--- config.mk ---
export PLATFORM = sky130hd
export DESIGN_NAME = uart_rx_framer_flat
export DESIGN_NICKNAME = d
export VERILOG_FILES = /design/src/rtl/uart_rx_framer_if.sv /design/src/rtl/uart_rx_framer.sv /design/src/flat_wrapper.sv
export SDC_FILE = /design/constraint.sdc
export NUM_CORES = 1
export LEC_CHECK = 0
export CAP_MARGIN = 20
export CORE_ASPECT_RATIO = 0.5
export CORE_MARGIN = 8
export CORE_UTILIZATION = 55
export CTS_CLUSTER_DIAMETER = 60
export CTS_CLUSTER_SIZE = 28
export DETAILED_ROUTE_END_ITERATION = 6
export GPL_TIMING_DRIVEN = 0
export PLACE_DENSITY = 0.75
export REMOVE_ABC_BUFFERS = 1
export SYNTH_ARGS = -nofsm -noshare
export SYNTH_HDL_FRONTEND = slang
export SYNTH_SLANG_ARGS = --single-unit
--- constraint.sdc ---
create_clock -name clk -period 2.85 [get_ports clk]
set_input_delay 0.855 -clock clk [delete_from_list [all_inputs] [get_ports clk]]
set_output_delay 0.855 -clock clk [all_outputs]
set_load 0.05 [all_outputs]
--- src/rtl/uart_rx_framer_if.sv ---
// uart_rx_framer_if
//   Output bundle of the UART receive front-end towards the SHA-256 message
//   buffer.
//   data_out   [7:0] last good byte; holds until the next good byte
//   data_valid       one-cycle strobe, data_out valid this cycle
//   byte_stop        one-cycle strobe, end of message (line idle timeout)
//   frame_err        one-cycle strobe, bad stop bit (or bad parity)
//   busy             receiver FSM is outside IDLE
//   master: driven by uart_rx_framer; slave: the consuming buffer.
interface uart_rx_framer_if;
    logic [7:0] data_out;
    logic       data_valid;
    logic       byte_stop;
    logic       frame_err;
    logic       busy;

    modport master (output data_out, data_valid, byte_stop, frame_err, busy);
    modport slave  (input  data_out, data_valid, byte_stop, frame_err, busy);
endinterface

--- src/rtl/uart_rx_framer.sv ---
// uart_rx_framer
//   UART receiver (8N1, or 8E1 when UART_RX_PARITY_EN is defined) with
//   end-of-message detection by line-idle timeout.
//   clk    system clock, rising edge
//   rst    asynchronous active-high reset
//   rx     asynchronous serial input, idles high
//   out_if byte / strobe / busy outputs (uart_rx_framer_if.master)
//   Parameters: CLKS_PER_BIT (>= 8), IDLE_BITS (idle bit periods before
//   byte_stop).
//   Optional build macro: UART_RX_PARITY_EN adds an even-parity bit.
module uart_rx_framer #(
    parameter int CLKS_PER_BIT = 434,
    parameter int IDLE_BITS    = 20
) (
    input  logic             clk,
    input  logic             rst,
    input  logic             rx,
    uart_rx_framer_if.master out_if
);
    localparam int HALF_BIT   = CLKS_PER_BIT / 2;
    localparam int IDLE_LIMIT = IDLE_BITS * CLKS_PER_BIT;
    localparam int CNT_W      = $clog2(CLKS_PER_BIT);
    localparam int IDLE_W     = $clog2(IDLE_LIMIT);

    localparam logic [CNT_W-1:0]  HALF_LAST = CNT_W'(HALF_BIT - 1);
    localparam logic [CNT_W-1:0]  BIT_LAST  = CNT_W'(CLKS_PER_BIT - 1);
    localparam logic [IDLE_W-1:0] IDLE_LAST = IDLE_W'(IDLE_LIMIT - 1);

    localparam logic [2:0] S_IDLE      = 3'd0;
    localparam logic [2:0] S_START     = 3'd1;
    localparam logic [2:0] S_DATA      = 3'd2;
    localparam logic [2:0] S_STOP      = 3'd4;
    localparam logic [2:0] S_WAIT_HIGH = 3'd5;
`ifdef UART_RX_PARITY_EN
    localparam logic [2:0] S_PARITY    = 3'd3;
`endif

    logic              rx_meta, rx_s, rx_prev;
    logic [2:0]        state;
    logic [CNT_W-1:0]  cnt;
    logic [2:0]        bit_idx;
    logic [7:0]        shreg;
    logic [7:0]        data_out_r;
    logic              data_valid_r, byte_stop_r, frame_err_r;
    logic [IDLE_W-1:0] idle_cnt;
    logic              armed;
    logic              rx_fall, bit_mid, frame_ok, stop_good;
`ifdef UART_RX_PARITY_EN
    logic              par_bit;
`endif

    // Two-flop synchroniser plus one history flop for edge detection;
    // all reset high so a line idling high never looks like a start.
    always_ff @(posedge clk or posedge rst) begin
        if (rst) begin
            rx_meta <= 1'b1;
            rx_s    <= 1'b1;
            rx_prev <= 1'b1;
        end else begin
            rx_meta <= rx;
            rx_s    <= rx_meta;
            rx_prev <= rx_s;
        end
    end

    always_comb begin
        rx_fall = rx_prev & ~rx_s;
        bit_mid = (cnt == BIT_LAST);
`ifdef UART_RX_PARITY_EN
        // Even parity: data XOR parity must be 0, and the stop bit high.
        frame_ok = rx_s & ~((^shreg) ^ par_bit);
`else
        frame_ok = rx_s;
`endif
        stop_good = (state == S_STOP) & bit_mid & frame_ok;
    end

    always_ff @(posedge clk or posedge rst) begin
        if (rst) begin
            state        <= S_IDLE;
            cnt          <= '0;
            bit_idx      <= '0;
            shreg        <= '0;
            data_out_r   <= '0;
            data_valid_r <= 1'b0;
            frame_err_r  <= 1'b0;
`ifdef UART_RX_PARITY_EN
            par_bit      <= 1'b0;
`endif
        end else begin
            data_valid_r <= 1'b0;
            frame_err_r  <= 1'b0;
            case (state)
                S_IDLE: begin
                    if (rx_fall) begin
                        state <= S_START;
                        cnt   <= '0;
                    end
                end
                S_START: begin
                    // Half a bit in: still low means a real start bit, and
                    // every later sample lands mid-bit.
                    if (cnt == HALF_LAST) begin
                        cnt     <= '0;
                        bit_idx <= '0;
                        state   <= rx_s ? S_IDLE : S_DATA;
                    end else begin
                        cnt <= cnt + 1'b1;
                    end
                end
                S_DATA: begin
                    if (bit_mid) begin
                        cnt     <= '0;
                        shreg   <= {rx_s, shreg[7:1]};
                        bit_idx <= bit_idx + 3'd1;
                        if (bit_idx == 3'd7) begin
`ifdef UART_RX_PARITY_EN
                            state <= S_PARITY;
`else
                            state <= S_STOP;
`endif
                        end
                    end else begin
                        cnt <= cnt + 1'b1;
                    end
                end
`ifdef UART_RX_PARITY_EN
                S_PARITY: begin
                    if (bit_mid) begin
                        cnt     <= '0;
                        par_bit <= rx_s;
                        state   <= S_STOP;
                    end else begin
                        cnt <= cnt + 1'b1;
                    end
                end
`endif
                S_STOP: begin
                    if (bit_mid) begin
                        cnt <= '0;
                        if (frame_ok) begin
                            data_out_r   <= shreg;
                            data_valid_r <= 1'b1;
                            state        <= S_IDLE;
                        end else begin
                            // One error per frame; a held break is absorbed
                            // in WAIT_HIGH instead of re-triggering starts.
                            frame_err_r <= 1'b1;
                            state       <= S_WAIT_HIGH;
                        end
                    end else begin
                        cnt <= cnt + 1'b1;
                    end
                end
                S_WAIT_HIGH: begin
                    if (rx_s) state <= S_IDLE;
                end
                default: state <= S_IDLE;
            endcase
        end
    end

    // Idle timer: runs only on a high line in IDLE after a good byte, so
    // byte_stop cannot fire twice without new data in between.
    always_ff @(posedge clk or posedge rst) begin
        if (rst) begin
            idle_cnt    <= '0;
            armed       <= 1'b0;
            byte_stop_r <= 1'b0;
        end else begin
            byte_stop_r <= 1'b0;
            if (stop_good) armed <= 1'b1;
            if (state != S_IDLE || rx_fall) begin
                idle_cnt <= '0;
            end else if (armed && rx_s) begin
                if (idle_cnt == IDLE_LAST) begin
                    idle_cnt    <= '0;
                    armed       <= 1'b0;
                    byte_stop_r <= 1'b1;
                end else begin
                    idle_cnt <= idle_cnt + 1'b1;
                end
            end
        end
    end

    assign out_if.data_out   = data_out_r;
    assign out_if.data_valid = data_valid_r;
    assign out_if.byte_stop  = byte_stop_r;
    assign out_if.frame_err  = frame_err_r;
    assign out_if.busy       = (state != S_IDLE);
endmodule

--- src/flat_wrapper.sv ---
// flat-port wrapper written by rule: the top's interface ports become plain ports
module uart_rx_framer_flat 
#(
    parameter int CLKS_PER_BIT = 434,
    parameter int IDLE_BITS    = 20
)
  (clk, rst, rx, out_if_data_out, out_if_data_valid, out_if_byte_stop, out_if_frame_err, out_if_busy);
  uart_rx_framer_if out_if_i ();
  input  logic clk;
  input  logic rst;
  input  logic rx;
  output wire logic [$bits(out_if_i.data_out)-1:0] out_if_data_out;
  output wire logic [$bits(out_if_i.data_valid)-1:0] out_if_data_valid;
  output wire logic [$bits(out_if_i.byte_stop)-1:0] out_if_byte_stop;
  output wire logic [$bits(out_if_i.frame_err)-1:0] out_if_frame_err;
  output wire logic [$bits(out_if_i.busy)-1:0] out_if_busy;
  assign out_if_data_out = out_if_i.data_out;
  assign out_if_data_valid = out_if_i.data_valid;
  assign out_if_byte_stop = out_if_i.byte_stop;
  assign out_if_frame_err = out_if_i.frame_err;
  assign out_if_busy = out_if_i.busy;
  uart_rx_framer #(.CLKS_PER_BIT(CLKS_PER_BIT), .IDLE_BITS(IDLE_BITS)) u_core (.clk(clk), .rst(rst), .rx(rx), .out_if(out_if_i));
endmodule
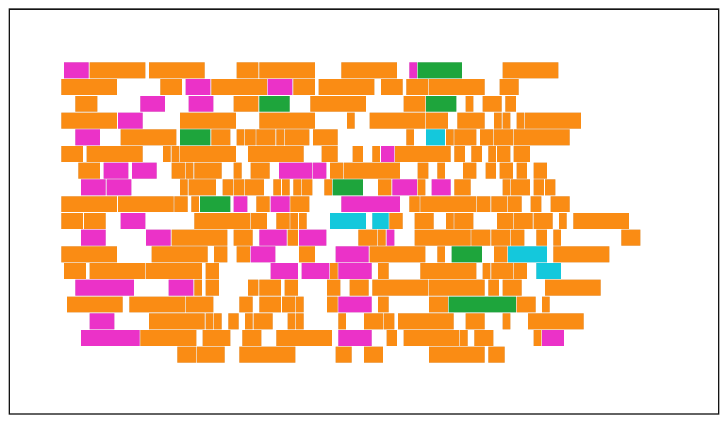
*Sizing map*
_3 and _4 cells: marked cyan, cells 5. _0 and _1 cells: marked orange, cells 209, most used dfrtp_1. _2 cells: marked magenta, cells 38, most used mux2_2. _6 and larger: marked green, cells 8, most used clkbuf_8.
Finished Cell Area: 3030 µm²
Buffers, non-clock: 16
P&R area growth vs syn: 12.0%
worst setup margin: 0.212 ns

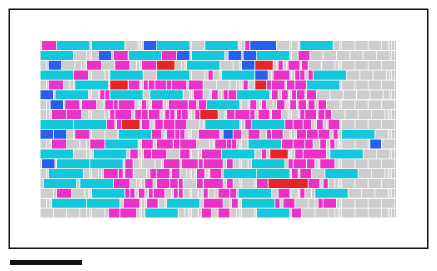
*Placed cells, one color a class*
Bar = 20 µm. Fill, decap, tap and diode cells in gray.
clock drivers and dummy loads: marked red, cells 8, share of their area 4.1%. other buffers and delay cells: marked blue, cells 16, share of their area 5.7%. flops: marked cyan, cells 52, share of their area 44%. combinational and other logic: marked magenta, cells 184, share of their area 46%.
Seq area share: 43.1%
Core ar.: 4820 µm²
final core occ: 62.8%
number of core rows: 18

==> qor.yml <==
yosys:
  ys_chip_area_um2: 2700
  yosysUniqueCellTypes: 59
  topCombFamilyByArea: "simple AND/OR/NAND/NOR gates"
  synth.avg_cell_area_um2: 11.2
timing:
  rsz0062_at_grt: "false"
  setup_viol_count_final: 0
cts:
  cts_root_buffer: "clkbuf_8"
  cts_tree: "built"
  cts_num_sinks: 52
finish:
  n_fill_cell: 408
  bufAreaShareNonClock_pct: 5.50
  lay_top_cells: "49 x dfrtp_1, 19 x nand2_1, 17 x mux2_2"
  n_all_inverters: 12
die:
  io_pins: 15
  chip_area_um2: 7550
  fp_util_pct: 56.1
global_route:
  grt_overflow: 0
  first_global_vias: 1914
routing:
  drt_iter0_markers: 74
  drc: 0
power:
  power_density_nw_per_um2: 686
placed_design:
  place_hpwl_um: 3690
worst_setup_path:
  r2r_start: "u_core.cnt[1]"
outcome:
  status: "complete, no violations"
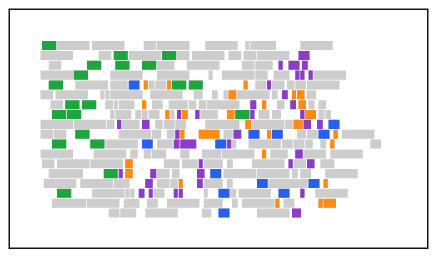
*Logic cells by family*
XOR/XNOR gates: marked blue, cells 13. NAND gates: marked purple, cells 39. NOR gates: marked orange, cells 28. multiplexers: marked green, cells 20.
multi-input combinational area share: 43.0%
Post-Layout Cell Count: 330
Top cell excl fill/tap: dfrtp_1

==> per-layer routing <==
| metal | global-route usage [%] | share of wire, % | wire [µm] | vias to the layer above |
|---|---|---|---|---|
| met2 | 25.9 | 49 | 2540 | 42 |
| met4 | 4.54 | 0.73 | 38 | 0 |
| li1 | - | - | - | 921 |
| met1 | 16.9 | 46 | 2420 | 957 |
| met5 | 0 | 0 | 0 | - |
| met3 | 4.57 | 4.6 | 239 | 6 |
==> worst paths after layout <==
check | endpoint | slack, ns | depth (start not counted)
worst min register to register | u_core.frame_ok | 0.37 | 0
min in group asynchronous | u_core.idle_cnt[0] | 0.79 | 2
max in group asynchronous | u_core.frame_ok | 1.50 | 3
worst max register to register | u_core.out_if.data_out[1] | 0.80 | 6
worst max-delay path | out_if_busy | 0.21 | 3
worst min-delay path | u_core.frame_ok | 0.37 | 0
Power is estimated from default activity; no workload was simulated.
